`src/rtl/connect4_pkg.sv`:
```
// rtl/connect4_pkg.sv - shared defaults, FSM state type and width helper for the Connect4 column tracker
package connect4_pkg;

  localparam int DEFAULT_NUM_COLS = 7;
  localparam int DEFAULT_NUM_ROWS = 6;

  typedef enum logic {
    IDLE = 1'b0,
    HOLD = 1'b1
  } fsm_state_t;

  // Bits needed to hold a fill count from 0 up to and including rows.
  function automatic int clog2_rows(input int rows);
    return $clog2(rows + 1);
  endfunction

endpackage

```
`src/rtl/onehot_n_decoder.sv`:
```
// rtl/onehot_n_decoder.sv - active-low one-hot select to {valid, index}; valid only when exactly one bit is low
module onehot_n_decoder #(
  parameter int NUM_COLS = 7,
  parameter int IW       = $clog2(NUM_COLS)
) (
  input  logic [NUM_COLS-1:0] sel_n,
  output logic                valid,
  output logic [IW-1:0]       index
);

  logic [NUM_COLS-1:0] sel;

  assign sel   = ~sel_n;
  // Non-zero and a power of two means exactly one column is selected.
  assign valid = (sel != '0) && ((sel & (sel - 1'b1)) == '0);

  always_comb begin
    index = '0;
    for (int i = 0; i < NUM_COLS; i++) begin
      if (sel[i]) index = IW'(i);
    end
  end

endmodule

```
`src/rtl/column_fill_tracker.sv`:
```
// rtl/column_fill_tracker.sv - per-column fill counter for Connect4 drops; optional one-level undo with UNDO_EN
module column_fill_tracker
  import connect4_pkg::*;
#(
  parameter  int NUM_COLS = DEFAULT_NUM_COLS,
  parameter  int NUM_ROWS = DEFAULT_NUM_ROWS,
  localparam int CW       = clog2_rows(NUM_ROWS),
  localparam int IW       = $clog2(NUM_COLS)
) (
  input  logic                   clk,
  input  logic                   reset,
  input  logic [NUM_COLS-1:0]    col_sel_n,
  input  logic                   add,
`ifdef UNDO_EN
  input  logic                   undo,
`endif
  output logic [NUM_COLS*CW-1:0] count,
  output logic [NUM_COLS-1:0]    col_full,
  output logic                   board_full,
  output logic                   drop_valid,
  output logic [IW-1:0]          drop_col,
  output logic [CW-1:0]          drop_row,
  output logic                   reject
);

  fsm_state_t          state, state_next;
  logic                eval;
  logic                sel_valid;
  logic [IW-1:0]       sel_index;
  logic [CW-1:0]       sel_count;
  logic                accept;
  logic                refuse;
  logic [NUM_COLS-1:0] inc_en;
  logic [NUM_COLS-1:0] dec_en;

  onehot_n_decoder #(
    .NUM_COLS (NUM_COLS),
    .IW       (IW)
  ) u_decoder (
    .sel_n (col_sel_n),
    .valid (sel_valid),
    .index (sel_index)
  );

  always_ff @(posedge clk) begin
    if (reset) state <= IDLE;
    else       state <= state_next;
  end

  // The drop is judged only on the edge that leaves IDLE, so a held add counts once.
  always_comb begin
    state_next = state;
    eval       = 1'b0;
    case (state)
      IDLE: if (add) begin
        state_next = HOLD;
        eval       = 1'b1;
      end
      HOLD: if (!add) state_next = IDLE;
      default: state_next = IDLE;
    endcase
  end

  assign sel_count = count[int'(sel_index)*CW +: CW];
  assign accept    = eval && sel_valid && (sel_count < CW'(NUM_ROWS));
  assign refuse    = eval && !accept;

  always_comb begin
    inc_en = '0;
    if (accept) inc_en[sel_index] = 1'b1;
  end

`ifdef UNDO_EN
  logic          undo_prev;
  logic          hist_valid;
  logic [IW-1:0] hist_col;
  logic          undo_fire;

  // An add arriving on the same edge takes priority, so undo requires add low.
  assign undo_fire = (state == IDLE) && !add && undo && !undo_prev && hist_valid;

  always_ff @(posedge clk) begin
    if (reset) begin
      undo_prev  <= 1'b0;
      hist_valid <= 1'b0;
      hist_col   <= '0;
    end else begin
      undo_prev <= undo;
      if (accept) begin
        hist_valid <= 1'b1;
        hist_col   <= sel_index;
      end else if (undo_fire) begin
        hist_valid <= 1'b0;
      end
    end
  end

  always_comb begin
    dec_en = '0;
    if (undo_fire) dec_en[hist_col] = 1'b1;
  end
`else
  assign dec_en = '0;
`endif

  for (genvar i = 0; i < NUM_COLS; i++) begin : g_col
    logic [CW-1:0] cnt;

    always_ff @(posedge clk) begin
      if (reset)                           cnt <= '0;
      else if (inc_en[i])                  cnt <= cnt + 1'b1;
      else if (dec_en[i] && (cnt != '0))   cnt <= cnt - 1'b1;
    end

    assign count[i*CW +: CW] = cnt;
    assign col_full[i]       = (cnt == CW'(NUM_ROWS));
  end

  assign board_full = &col_full;

  always_ff @(posedge clk) begin
    if (reset) begin
      drop_valid <= 1'b0;
      reject     <= 1'b0;
      drop_col   <= '0;
      drop_row   <= '0;
    end else begin
      drop_valid <= accept;
      reject     <= refuse;
      if (accept) begin
        drop_col <= sel_index;
        drop_row <= sel_count;
      end
    end
  end

endmodule
```
`config.mk`:
```
export PLATFORM = sky130hd
export DESIGN_NAME = column_fill_tracker
export DESIGN_NICKNAME = d
export VERILOG_FILES = /design/src/rtl/connect4_pkg.sv /design/src/rtl/onehot_n_decoder.sv /design/src/rtl/column_fill_tracker.sv
export SDC_FILE = /design/constraint.sdc
export NUM_CORES = 1
export LEC_CHECK = 0
export ABC_AREA = 1
export CAP_MARGIN = 20
export CORE_ASPECT_RATIO = 0.6
export CORE_MARGIN = 4
export CORE_UTILIZATION = 30
export DETAILED_ROUTE_END_ITERATION = 10
export PLACE_DENSITY_LB_ADDON = 0.05
export SYNTH_ARGS = -nofsm -noshare
export SYNTH_HDL_FRONTEND = slang
export SYNTH_SLANG_ARGS = --single-unit
```
`constraint.sdc`:
```
create_clock -name clk -period 2.88 [get_ports clk]
set_clock_uncertainty 0.05 [all_clocks]
set_input_delay 0.288 -clock clk [delete_from_list [all_inputs] [get_ports clk]]
set_output_delay 0.288 -clock clk [all_outputs]
set_load 0.02 [all_outputs]
```
### Met1 routing, run 1

Supply wires on this layer in grey.
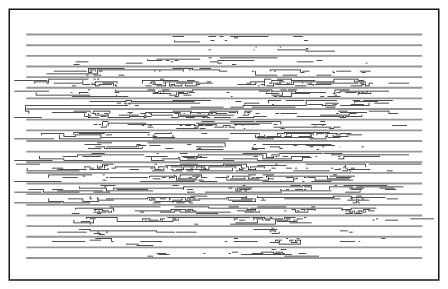
wire length on this layer: 2,940 um
main direction: horizontal
share of all routed wire: 57%

### Metal 2, run 1

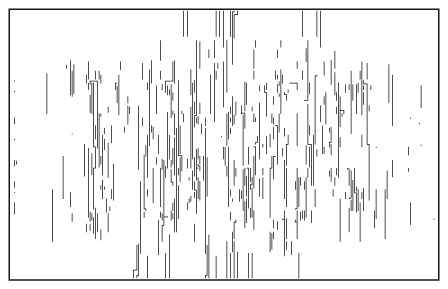
share of all routed wire: 39%
main direction: vertical
wire length on this layer: 2,040 um

### Logic cells by family, run 1

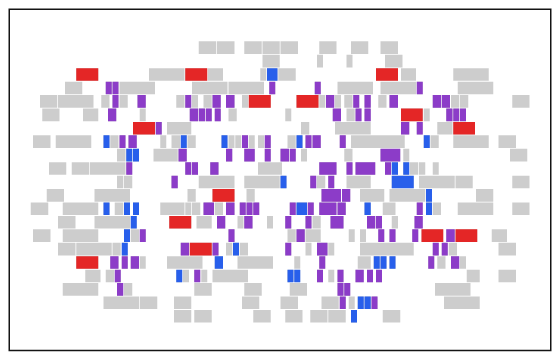
[red] adder and majority cells | cells: 14
[blue] NOR gates | cells: 33
[purple] NAND gates | cells: 106

==> results.tsv, run 1 <==
metric	value	unit
yosys_area	0.001851	sq mm
grt_pass1_wl	8659	um
worstHoldPathCells	2	
grt-busiest-layer	met1	
max_freq	427.1	MHz
cts_buffers	5	
status	finished clean	
port_buffers	46	
grt_usage	0.1512	
setup_violations	0	
drive_gt1_frac	0.06875	
crit_path_max_incr_delay	650	ps
antenna_found_initial	0	
cp_cell_sequence	ha_1, nand2_1, inv_1, nand4_1, nor4_1, clkdlybuf4s50_1	
cts_resized	0	
diodes	0	
arrival	2000	ps
cts_sinks	30	
drc	0	
hold_violations	0	
postSynthSeqShare	0.3245	
gp_congestion	0.7828	
dp_hpwl	3907	um
worst_slack	538.6	ps
powerDensity	417.6	mW/mm^2
nets	343	
die_area	0.007530	sq mm
tightestPinTransition	472.1	ps
slowest_stage	clkdlybuf4s50_1	
dp_worst_setup_slack	285.5	ps
synthDistinctLibCells	24	
openroad.warnings	33	
first_global_vias	1745	
critPathLaunch	g_col[4].cnt[1]	
critPathRequiredTime	2540	ps
routed_wirelength	5199	um
syn_inst	271	
r2r-end	g_col[1].cnt[2]	
core_area	0.005781	sq mm
fin_crit_sh	0.8130	
synth_stat.cells	271	
crit_fanout	5	
syn-num-nets	295	
ir_worst_vdd	0.0001583	V
timing.reg2reg.worst_path_depth	12	
post-cts-setup-buffers	0	
num_vias	1805	
grt_start_max_net_pins	41	
hold_path_class	reg -> reg	
r2r_start	state	
hold_end	drop_row[1]	
vias_per_cell	4.513	
grt_use_met2	0.2150	
overflow	0	
initCoreUtil	0.3201	
period_needed	2341	ps
holdCritStartpoint	drop_row[1]	
clkSlewWorstSetupHoldPaths	70	ps
wl_per_cell	13.00	um
use_met3	0.04093	
fp.dieH	68.84	um
firstDrtPassIters	4	
num_io_pins	47	
grt_setup_unrepaired	false	
clockBufferDepth	2	
drt_iter0_markers	107	
reg2reg_slack	990	ps
hold_buffers	0	
p_leak	0.001115	uW
cap_violations	0	
cts_root_buf	clkbuf_8	
crit_family	buffers and inverters	
antenna_left	0	
slew_viol_final	0	
synth_flops	30	
synth_area	0.001851	sq mm
ys_warn_count	0	
clk_latency	280	ps
die_w	109.4	um
hold-worst-slack	403.3	ps
end_kind	primary output	
synth.avg_cell_area	6.829	sq um
crit_path_start_kind	flop	
met1_usage	0.2262	
finalSetupTns	0	ps
[run 1: power breakdown]
group | internal, uW | total (uW) | switching (uW)
clock network | 369 | 540 | 171
registers | 418 | 420 | 2.03
logic | 32.3 | 86.4 | 54.1
[run 1: stage by stage]
stage | instance area [sq um] | instances | total power (uW) | utilization
2_1_floorplan | 1851 | 271 | 483.5 | -
3_3_place_gp | 2365 | 392 | 515.2 | 0.4091
3_5_place_dp | 2365 | 392 | 515.5 | 0.4091
4_1_cts | 2507 | 400 | 1057 | 0.4338
5_1_grt | 2507 | 400 | 1088 | 0.4338
6_report | 2507 | 400 | 1047 | 0.4338
[run 1: registers in the layout, indices dropped and copies added (netlist names)]
| signal | cells |
|---|---|
| drop_row | 3 |
| g_col.cnt | 21 |
| drop_valid | 1 |
| drop_col | 3 |
| reject | 1 |
| state | 1 |
[run 1: worst max-delay path by stage]
stage	endpoint	depth (start not counted)
2_1_floorplan	board_full	5
3_3_place_gp	g_col[1].cnt[0]	11
3_5_place_dp	g_col[1].cnt[2]	11
4_1_cts	board_full	6
5_1_grt	g_col[3].cnt[0]	11
6_report	board_full	6
[run 1: worst register-to-register path, stage by stage, from the launching register on]
cell and delay [ps]:
dfxtp_1 300, inv_1 40, nand2_1 70, nor2_1 130, nand3_1 90, nor2_1 90
nand2_1 80, nor2_1 140, nand3_2 130, nand2_4 340, nand2_1 160, nand2_1 90
a21oi_1 50
[run 1: kinds of logic after synthesis]
logic type | count (synthesis) | synth area share
AND-OR/OR-AND | 36 | 0.09736
XOR/XNOR | 7 | 0.03313
adder cells (fa/ha/maj) | 14 | 0.09466
buffers and inverters | 44 | 0.1102
flip-flops | 30 | 0.3245
AND/OR/NAND/NOR | 140 | 0.3401
[run 1: cells in the mapped netlist (all sizes together)]
cell	instances	area, sq um
nor2	30	115.1
nand2	70	280.3
nor3b	1	12.51
nor3	1	5.000
a21oi	28	140.1
inv	36	135.1
nand3b	2	18.77
nand4	2	12.51
nor4	1	6.260
o21ai	8	40.04
xor2	7	61.31
buf	6	61.30
dfxtp	30	600.6
nand3	32	170.2
or2	1	8.760
clkbuf	2	7.510
ha	14	175.2
[run 1: layout by cell type, fill, tap and decap left out, drive strengths merged]
cell type / count
a21oi: 28
buf: 3
bufinv: 2
clkbuf: 6
clkdlybuf4s50: 46
dfxtp: 30
ha: 14
inv: 36
nand2: 70
nand3: 32
nand3b: 2
nand4: 2
nor2: 30
nor3: 1
nor3b: 1
nor4: 1
o21ai: 8
or2: 1
xor2: 7
[run 1: cell type report]
cell class	count	area (sq um)
clock buffer	6	82.58
clock inverter	2	60.06
fill	614	3273
inverter	36	135.1
multi-input combinational	197	1046
sequential	30	600.6
tap	80	100.1
timing repair buffer	49	483.0
[run 1: metal layers]
metal  vias to the layer above  share of wire
met5                         -              0
met4                         0         0.0037
met2                        27           0.39
met1                       818           0.57
met3                         2          0.038
li1                        958              -
==> inputs of run 2 (changes only) <==
Clock period 2.88 ns to 2.2 ns, I/O delays scaled along.
### Metal 2, run 2

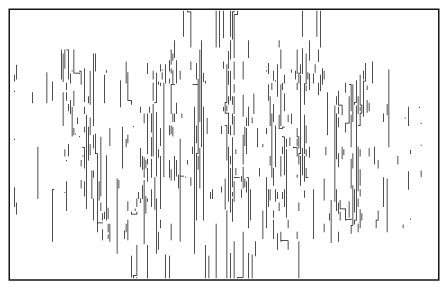
wire length on this layer: 2,120 um
main direction: vertical
share of all routed wire: 39%
vias post-DR: 1,898
Post-Route WL: 5435 um
met2 Resource Use GR: 0.2029

### The metal 3 layer, run 2

Bar = 20 um.
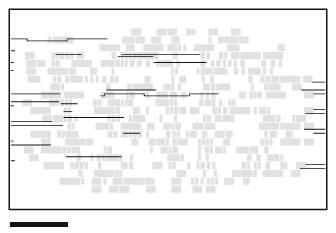
main direction: horizontal
nets with wire on the layer: 29
wire length on this layer: 349 um
grt met3 use: 0.04558

==> run 2 against run 1 <==
Cell count increased by 6.5%. Area after synthesis did not move. Global-route usage is 0.34 points lower. Via count rose by 5.2%. Largest power group is now sequential cells. Clock power shrank 11%. Power grew 12%. First-iteration DRC count is 9.3% lower. Critical path type is now in -> reg. Die size did not move. Routed wire length grew 4.5%.
==> results.tsv, run 2 <==
metric	value	unit	change
drt_iter0_markers	97		-9.3%
crit_fanout	20		+15
worstHoldPathCells	2		unchanged
die_area	0.007530	sq mm	unchanged
holdCritStartpoint	drop_row[1]		
core_area	0.005781	sq mm	unchanged
synth.avg_cell_area	6.829	sq um	unchanged
hold_path_class	reg -> reg		
hold_end	drop_row[1]		
top_regs	g_col.cnt: 21 flops, drop_col: 3 flops, drop_row: 3 flops		
syn-num-nets	295		unchanged
power_frac_clock	0.412		-0.104
dp_worst_setup_slack	-206.9	ps	-492.4 ps
timing.reg2reg.worst_path_depth	11		-1
port_buffers	46		unchanged
synth_area	0.001851	sq mm	unchanged
hold_buffers	0		unchanged
diodes	0		unchanged
crit_path_start_kind	primary input		
layout_top_cell	nand2_1		
clk_latency	280	ps	about the same
first_global_vias	1718		-1.5%
cts_buffers	5		unchanged
period_needed	1993	ps	
r2r-end	g_col[5].cnt[1]		
gp_congestion	0.8464		+8.1%
vias_per_cell	4.455		-1.3%
openroad.warnings	33		unchanged
antenna_found_initial	0		unchanged
drive_gt1_frac	0.1445		+0.07576
common_cells	nand2_1 (67), inv_1 (34), dfxtp_1 (30), nand3_1 (30), nor2_1 (29)		
firstDrtPassIters	4		unchanged
netlist.area_leader.share	0.3245		unchanged
slew_viol_final	0		unchanged
max_freq	501.7	MHz	
postSynthSeqShare	0.3245		unchanged
comb_area	0.001079	sq mm	+3.1%
seq_power_share	0.468		+0.067
ff_type	dfxtp_1		
final_cell_mix	nand2_1 (67), clkdlybuf4s50_1 (44), inv_1 (34), dfxtp_1 (30), nand3_1 (29)		
clockBufferDepth	2		unchanged
synth.most_common_cell	nand2_1		
worst_slack	206.7	ps	-331.9 ps
edf_count	0		unchanged
regArea	600.6	sq um	unchanged
cts_sinks	30		unchanged
clkSlewWorstSetupHoldPaths	70	ps	about the same
power.switching	311.6	uW	+37%
tightestPinTransition	345.1	ps	-127.0 ps
swShare	0.2657		+0.04861
ir_worst_vdd	0.0002089	V	+32%
largest_reg_flops	21		unchanged
fp.dieH	68.84	um	unchanged
intPower	861.1	uW	+5.1%
dp_cells	417		+6.4%
end_kind	flop		
p_comb_frac	0.120		+0.038
reg2reg_slack	430	ps	-560 ps
status	finished clean		
wl_per_cell	12.76	um	-1.8%
fin_crit_sh	0.9060		
yosys_area	0.001851	sq mm	unchanged
grt_usage	0.1478		-0.003405
critPathRequiredTime	2330	ps	-210 ps
final_util	0.4639		+0.03009
r2r_start	state		
cap_violations	0		unchanged
drc	0		unchanged
nets	369		+7.6%
post-cts-setup-buffers	0		unchanged
synth_flops	30		unchanged
setup_violations	0		unchanged
[run 2: stage by stage]
stage / total power, uW / area, sq um / TNS, ps
final: 1173 / 2681 / 0
after floorplan: 632.9 / 1851 / 0
after detailed placement: 699.2 / 2552 / -4496
after global routing: 1223 / 2681 / 0
after CTS: 1183 / 2646 / 0
after global placement: 698.8 / 2552 / -4276
[run 2: worst max-delay path by stage]
stage                    startpoint         endpoint  slack (ps)  cells after the start
floorplan           g_col[2].cnt[1]       board_full         290                      5
global placement       col_sel_n[6]  g_col[3].cnt[1]        -200                     11
detailed placement     col_sel_n[6]  g_col[1].cnt[0]        -210                     11
CTS                    col_sel_n[6]  g_col[3].cnt[1]          90                     11
global route           col_sel_n[3]      drop_col[2]           6                     12
finish                 col_sel_n[4]  g_col[5].cnt[1]         210                     12
[run 2: repair_timing]
action,CTS,global route
cloned,0,1
endpoints found under the setup margin,1,26
gates resized,1,5
pin swaps,0,1
[run 2: worst max-delay path, cell delays in order]
cell and delay [ps]:
clkdlybuf4s50_1 570, nand2_1 80, inv_1 60, nand2_1 130, nand2_4 140, nand3_1 70
o21ai_0 100, nand3b_2 240, nand2_4 280, nand3_1 110, nand2_1 70, nor2_1 50
[run 2: power groups by stage]
| stage | Sequential [uW] | Combinational, uW | Clock, uW |
|---|---|---|---|
| after floorplan | 567 | 66.3 | 0 |
| after global placement | 562 | 137 | 0 |
| after detailed placement | 562 | 137 | 0 |
| after CTS | 549 | 138 | 496 |
| after global routing | 549 | 156 | 518 |
| final | 549 | 140 | 483 |
[run 2: logic make-up after synthesis]
family                   after synthesis  synth area share
AND-OR/OR-AND                         36           0.09736
adder cells (fa/ha/maj)               14           0.09466
flip-flops                            30            0.3245
XOR/XNOR                               7           0.03313
buffers and inverters                 44            0.1102
AND/OR/NAND/NOR                      140            0.3401
[run 2: cell type report]
type                            instances  share of cell area
Clock buffer                            6             0.03080
Clock inverter                          2            0.004666
Inverter                               36             0.05040
Multi-Input combinational cell        198              0.4022
Sequential cell                        30              0.2240
Tap cell                               80             0.03733
Timing Repair Buffer                   74              0.2506
[run 2: routing by layer]
| layer | track usage | vias to the layer above | routed length [um] | share of wire |
|---|---|---|---|---|
| met5 | 0 | - | 0 | 0 |
| met4 | 0.02333 | 0 | 17 | 0.0031 |
| met3 | 0.04558 | 2 | 349 | 0.064 |
| met2 | 0.2029 | 46 | 2115 | 0.39 |
| met1 | 0.2249 | 832 | 2953 | 0.54 |
| li1 | - | 1018 | - | - |
==> inputs of run 3 (changes only) <==
Settings changed: CTS_BUF_LIST from default to sky130_fd_sc_hd__clkbuf_8.
### The metal 3 layer, run 3

Bar = 20 um.
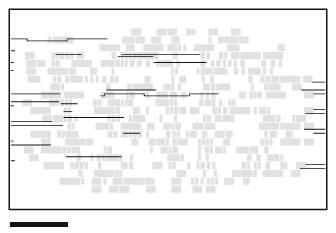

### Clock wiring as the flow saved it, run 3

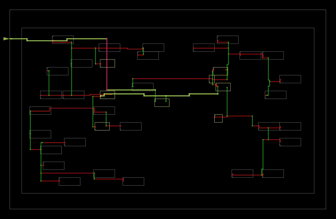
clkbuf count: 6
cts bufs inserted: 5
power in the clock group: 483 uW
Clock Sinks: 30

==> run 3 against run 2 <==
Global-route usage unchanged. Die size stayed put. Critical path depth unchanged. Register-to-register slack barely moved. Sequential share of layout area did not move. Largest cell class unchanged. Largest power group unchanged.
==> results.tsv, run 3 <==
metric	value	unit	change
status	finished clean		
reg2reg_slack	430	ps	about the same
worstHoldPathCells	2		unchanged
top_layer	met4		
syn-num-nets	295		unchanged
holdCritStartpoint	drop_row[1]		
clkSlewWorstSetupHoldPaths	70	ps	about the same
cts_max_level	2		
core_area	0.005781	sq mm	unchanged
hold_end	drop_row[1]		
path_class	in -> reg		
hold_path_class	reg -> reg		
place_area	0.002552	sq mm	unchanged
top_regs	g_col.cnt: 21 flops, drop_col: 3 flops, drop_row: 3 flops		
routed-wl-met2	2115	um	unchanged
overflow	0		
area_leaders	dfxtp_1 (32%), nand2_1 (14%), ha_1 (9.5%), nand3_1 (8.1%), a21oi_1 (7.6%)		
ff_type	dfxtp_1		
openroad.warnings	33		unchanged
edf_count	0		unchanged
drc	0		unchanged
grt_start_max_net_pins	41		
end_kind	flop		
hold_buffers	0		unchanged
grt_usage	0.1478		unchanged
seq_power_share	0.468		about the same
synth.most_common_cell	nand2_1		
diodes	0		unchanged
routed_wirelength	5435	um	unchanged
gp_congestion	0.8464		unchanged
clockBufferDepth	2		unchanged
postSynthSeqShare	0.3245		unchanged
critPathRequiredTime	2330	ps	about the same
rows	21		
antenna_found_initial	0		unchanged
largest_reg_flops	21		unchanged
port_buffers	46		unchanged
clk_latency	280	ps	about the same
r2r-end	g_col[5].cnt[1]		
period_needed	1993	ps	unchanged
first_global_vias	1718		unchanged
vias_per_cell	4.455		unchanged
die_area	0.007530	sq mm	unchanged
power.switching	311.6	uW	unchanged
layout_top_cell	nand2_1		
fp.dieH	68.84	um	unchanged
largest_area_cell	dfxtp_1		
wl_per_cell	12.76	um	unchanged
crit_fanout	20		unchanged
num_vias	1898		unchanged
netlist.area_leader.share	0.3245		unchanged
fin_crit_sh	0.9060		unchanged
cap_violations	0		unchanged
power_frac_clock	0.412		about the same
synth_flops	30		unchanged
r2r_start	state		
crit_path_start_kind	primary input		
final_area	0.002681	sq mm	unchanged
final_cell_mix	nand2_1 (67), clkdlybuf4s50_1 (44), inv_1 (34), dfxtp_1 (30), nand3_1 (29)		
timing.reg2reg.worst_path_depth	11		unchanged
yosys_area	0.001851	sq mm	unchanged
synth-async-reset-ratio	0		
intPower	861.1	uW	unchanged
slew_viol_final	0		unchanged
nets	369		unchanged
swShare	0.2657		unchanged
grt_setup_unrepaired	false		
p_comb_frac	0.120		about the same
post-cts-setup-buffers	0		unchanged
max_freq	501.7	MHz	unchanged
tightestPinTransition	345.1	ps	unchanged
common_cells	nand2_1 (67), inv_1 (34), dfxtp_1 (30), nand3_1 (30), nor2_1 (29)		
grt_pass1_wl	8521	um	
synth.avg_cell_area	6.829	sq um	unchanged
final_util	0.4639		unchanged
firstDrtPassIters	4		unchanged
hold_violations	0		
setup_violations	0		unchanged
ir_worst_vdd	0.0002089	V	unchanged
route.met3.wl	349	um	unchanged
drt-met1-wl	2953	um	unchanged
synth_area	0.001851	sq mm	unchanged
drt_iter0_markers	97		unchanged
drive_gt1_frac	0.1445		unchanged
cts_root_buf	clkbuf_8		
==> run 3: cell counts in the layout (fill, tap and decap cells not counted) <==
No cell type changed its count.
==> run 3: critical path, cell delays in order <==
cell and delay [ps]:
clkdlybuf4s50_1 570, nand2_1 80, inv_1 60, nand2_1 130
nand2_4 140, nand3_1 70, o21ai_0 100, nand3b_2 240
nand2_4 280, nand3_1 110, nand2_1 70, nor2_1 50
==> run 3: layout make-up <==
cell class | instances | area [sq um] | area share
Timing Repair Buffer | 74 | 671.9 | 0.2506
Sequential cell | 30 | 600.6 | 0.2240
Clock inverter | 2 | 12.51 | 0.004666
Clock buffer | 6 | 82.58 | 0.03080
Multi-Input combinational cell | 198 | 1079 | 0.4022
Inverter | 36 | 135.1 | 0.05040
Tap cell | 80 | 100.1 | 0.03733
==> run 3: routing by layer <==
layer,up-vias,track usage
met2,46,0.2029
met5,-,0
met4,0,0.02333
met1,832,0.2249
li1,1018,-
met3,2,0.04558
==> run 3: timing repair <==
item / in CTS / in global routing
setup endpoints to repair: 1 / 26
cloned: 0 / 1
gates resized: 1 / 5
pin swaps: 0 / 1
==> run 3: through the flow <==
stage | hold WS, ps | total power [uW] | TNS [ps] | cells | setup WS (ps)
2_1_floorplan | 239.5 | 632.9 | 0 | 271 | 292.1
4_1_cts | 403.3 | 1183 | 0 | 425 | 91.08
3_5_place_dp | 393.0 | 699.2 | -4496 | 417 | -206.9
3_3_place_gp | 388.3 | 698.8 | -4276 | 417 | -202.7
5_1_grt | 415.4 | 1223 | 0 | 426 | 6.162
6_report | 400.2 | 1173 | 0 | 426 | 206.7
==> run 3: worst max path at each step <==
stage / startpoint / to / slack, ps / cells past startpoint
floorplan: g_col[2].cnt[1] / board_full / 290 / 5
global placement: col_sel_n[6] / g_col[3].cnt[1] / -200 / 11
detailed placement: col_sel_n[6] / g_col[1].cnt[0] / -210 / 11
CTS: col_sel_n[6] / g_col[3].cnt[1] / 90 / 11
global route: col_sel_n[3] / drop_col[2] / 6 / 12
finish: col_sel_n[4] / g_col[5].cnt[1] / 210 / 12
==> run 3: power groups by stage <==
stage / clock [uW] / sequential, uW / combinational (uW)
detailed placement: 0 / 562 / 137
finish: 483 / 549 / 140
CTS: 496 / 549 / 138
global route: 518 / 549 / 156
floorplan: 0 / 567 / 66.3
global placement: 0 / 562 / 137
==> run 3: cell families after synthesis <==
| group | count (synthesis) | share of synthesized area |
|---|---|---|
| AOI/OAI and AO/OA | 36 | 0.09736 |
| DFF | 30 | 0.3245 |
| xor gates and xnor gates | 7 | 0.03313 |
| adders and majority gates | 14 | 0.09466 |
| and+or+nand+nor | 140 | 0.3401 |
| buffers and inverters | 44 | 0.1102 |
Power is estimated from default activity; no workload was simulated.
